Design store_port_uart, sky130hd; sources not shown.
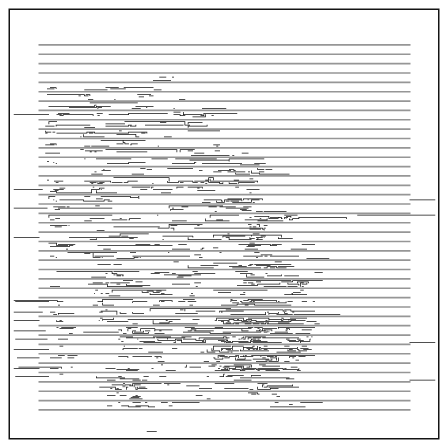
(signal wires on met1)
Supply wires on this layer in grey.
nets with wire on the layer: 322
main direction: horizontal
wire length on this layer: 3,050 um
longest straight run: 23.5 um
share of all routed wire: 43%
routed wire length: 7110 um
total number of vias: 2,242
M1 GR Usage: 10.7%

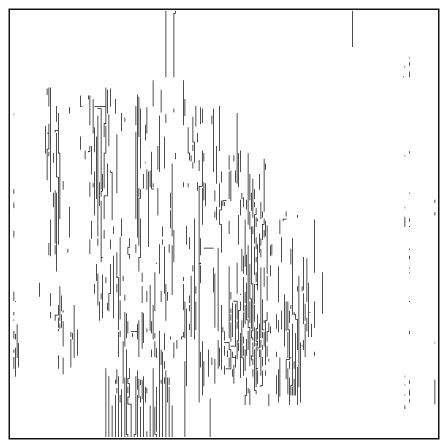
(met2 routing)
share of all routed wire: 49%
longest straight run: 62.7 um
main direction: vertical
met2 Track Usage GR: 15.3%

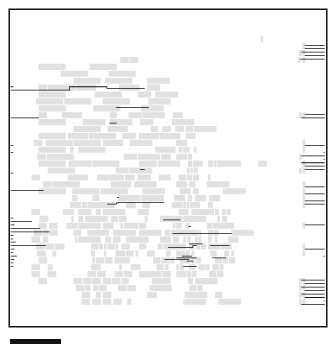
(M3 wires)
The bar under the picture is 20 um long. Cells faint in the background.
nets with wire on the layer: 62
longest straight run: 23.0 um
fraction of met3 tracks used by global routing: 3.70%

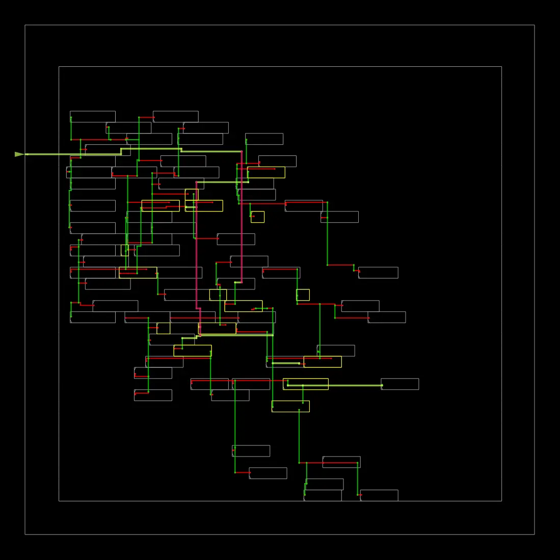
(clock nets)
Layout Skew: 0.00968 ns
Clock buffer cells: 9
total clock buffers created by CTS: 9
clock latency on the worst-skew pair: 0.33 ns
number of flip-flops and latches: 62

==> run notes <==
From the run reports.

- The all-layer global routing usage reads 9.30%.
- Entering global routing, the biggest net connects 31 pins.
- The layout buffering overhead excluding clock cells reads 11.1%.
- The number of distinct library cells after synthesis is 60.
- The biggest area contributor in the post-synthesis netlist is sky130_fd_sc_hd__edfxtp_1.
- The sum of net half-perimeters after detailed placement is 5360 um.
- The post-placement setup slack reads -0.364 ns.
- The number of warnings the tools reported reads 59.
- The power of the sequential group is 0.899 mW.
- The transition time recorded at the tightest slew-check pin is 0.684 ns.
- The heaviest power group is the clock network.
- The biggest cell delay along the critical path reads 0.56 ns.
- The level count of the clock H-tree is 3.
- Per the OpenROAD floorplan log, the area of the core is 0.0115 mm2.
- The AND-OR/OR-AND share of the synthesized area reads 7.77%.
- The switching power total is 0.451 mW.
- The arrival time of data at the critical path endpoint reads 2.30 ns.
- The total cells reported by yosys after synthesis reads 269.
- The global placer's final weighted congestion is 0.829.
- The buffer_ports step reported a buffer count of 48.
- Setup repair after global routing left no endpoint under its margin.
- The number of maximum-capacitance violations is 0.
- The flow ran to the end, and the final reports show no timing, DRC or antenna violations.
- The worst-case register-to-register setup slack reads 0.38 ns.
- The most frequently used cell type in the post-synthesis netlist is sky130_fd_sc_hd__edfxtp_1.
- In this run the post-CTS setup repair buffer count came out at 1.
- The proportion of cell area spent on the clock network is 7.02%.
- The flip-flop and latch count after synthesis is 62.
- The synthesized netlist devotes 1.99% of its cell area to XOR and XNOR gates.
- Combinational cells account for 4.5% of the total power.
- After synthesis, the cell types taking the most area are sky130_fd_sc_hd__edfxtp_1 (27%), sky130_fd_sc_hd__dfrtp_1 (21%), sky130_fd_sc_hd__mux4_2 (7.0%).
- The power density over the cells reads 471 mW/mm2.
- The violation tally recorded at the end of detailed-routing iteration 0 is 137.
- The layout-stage area growth over the synthesis result is 23.9%.
- The cell sequence reported for the critical path is clkdlybuf4s50_1, nand4_1, or4_4, nor2_4, nand3_4, a21oi_2, clkdlybuf4s15_2.
- The sequential share of cell area is 39.2%.
- The top-area cell type share of the netlist area is 27.3%.
- The data required time of the worst path is 2.40 ns.
- The clock-pin slew on the worst setup and hold paths is 0.06 ns.
- Counting every instance in the synthesized netlist gives 269.
- The count of nets left with antenna violations after detail routing is 0.
- Summing the areas of all and, or, nand and nor instances in the mapped netlist gives 14.2% of the synthesized area.
- The maximum net fanout on the critical path reads 3.
## metal layers
layer	track usage, %	vias up	wire length, um
met5	0	-	0
met4	3.26	0	83
met3	3.70	8	470
met2	15.3	80	3510
li1	-	1062	-
met1	10.7	1092	3050
## stage by stage
| stage | power (mW) | instance area, um2 | utilization [%] | instances |
|---|---|---|---|---|
| floorplan | 0.937 | 3370 | - | 262 |
| global placement | 1.01 | 4030 | 35.1 | 453 |
| detailed placement | 1.01 | 4020 | 35.1 | 453 |
| CTS | 2.08 | 4340 | 37.8 | 470 |
| global route | 2.12 | 4370 | 38.1 | 470 |
| finish | 2.05 | 4370 | 38.1 | 470 |
No activity file was given, so power comes from the tool's default toggle rates.
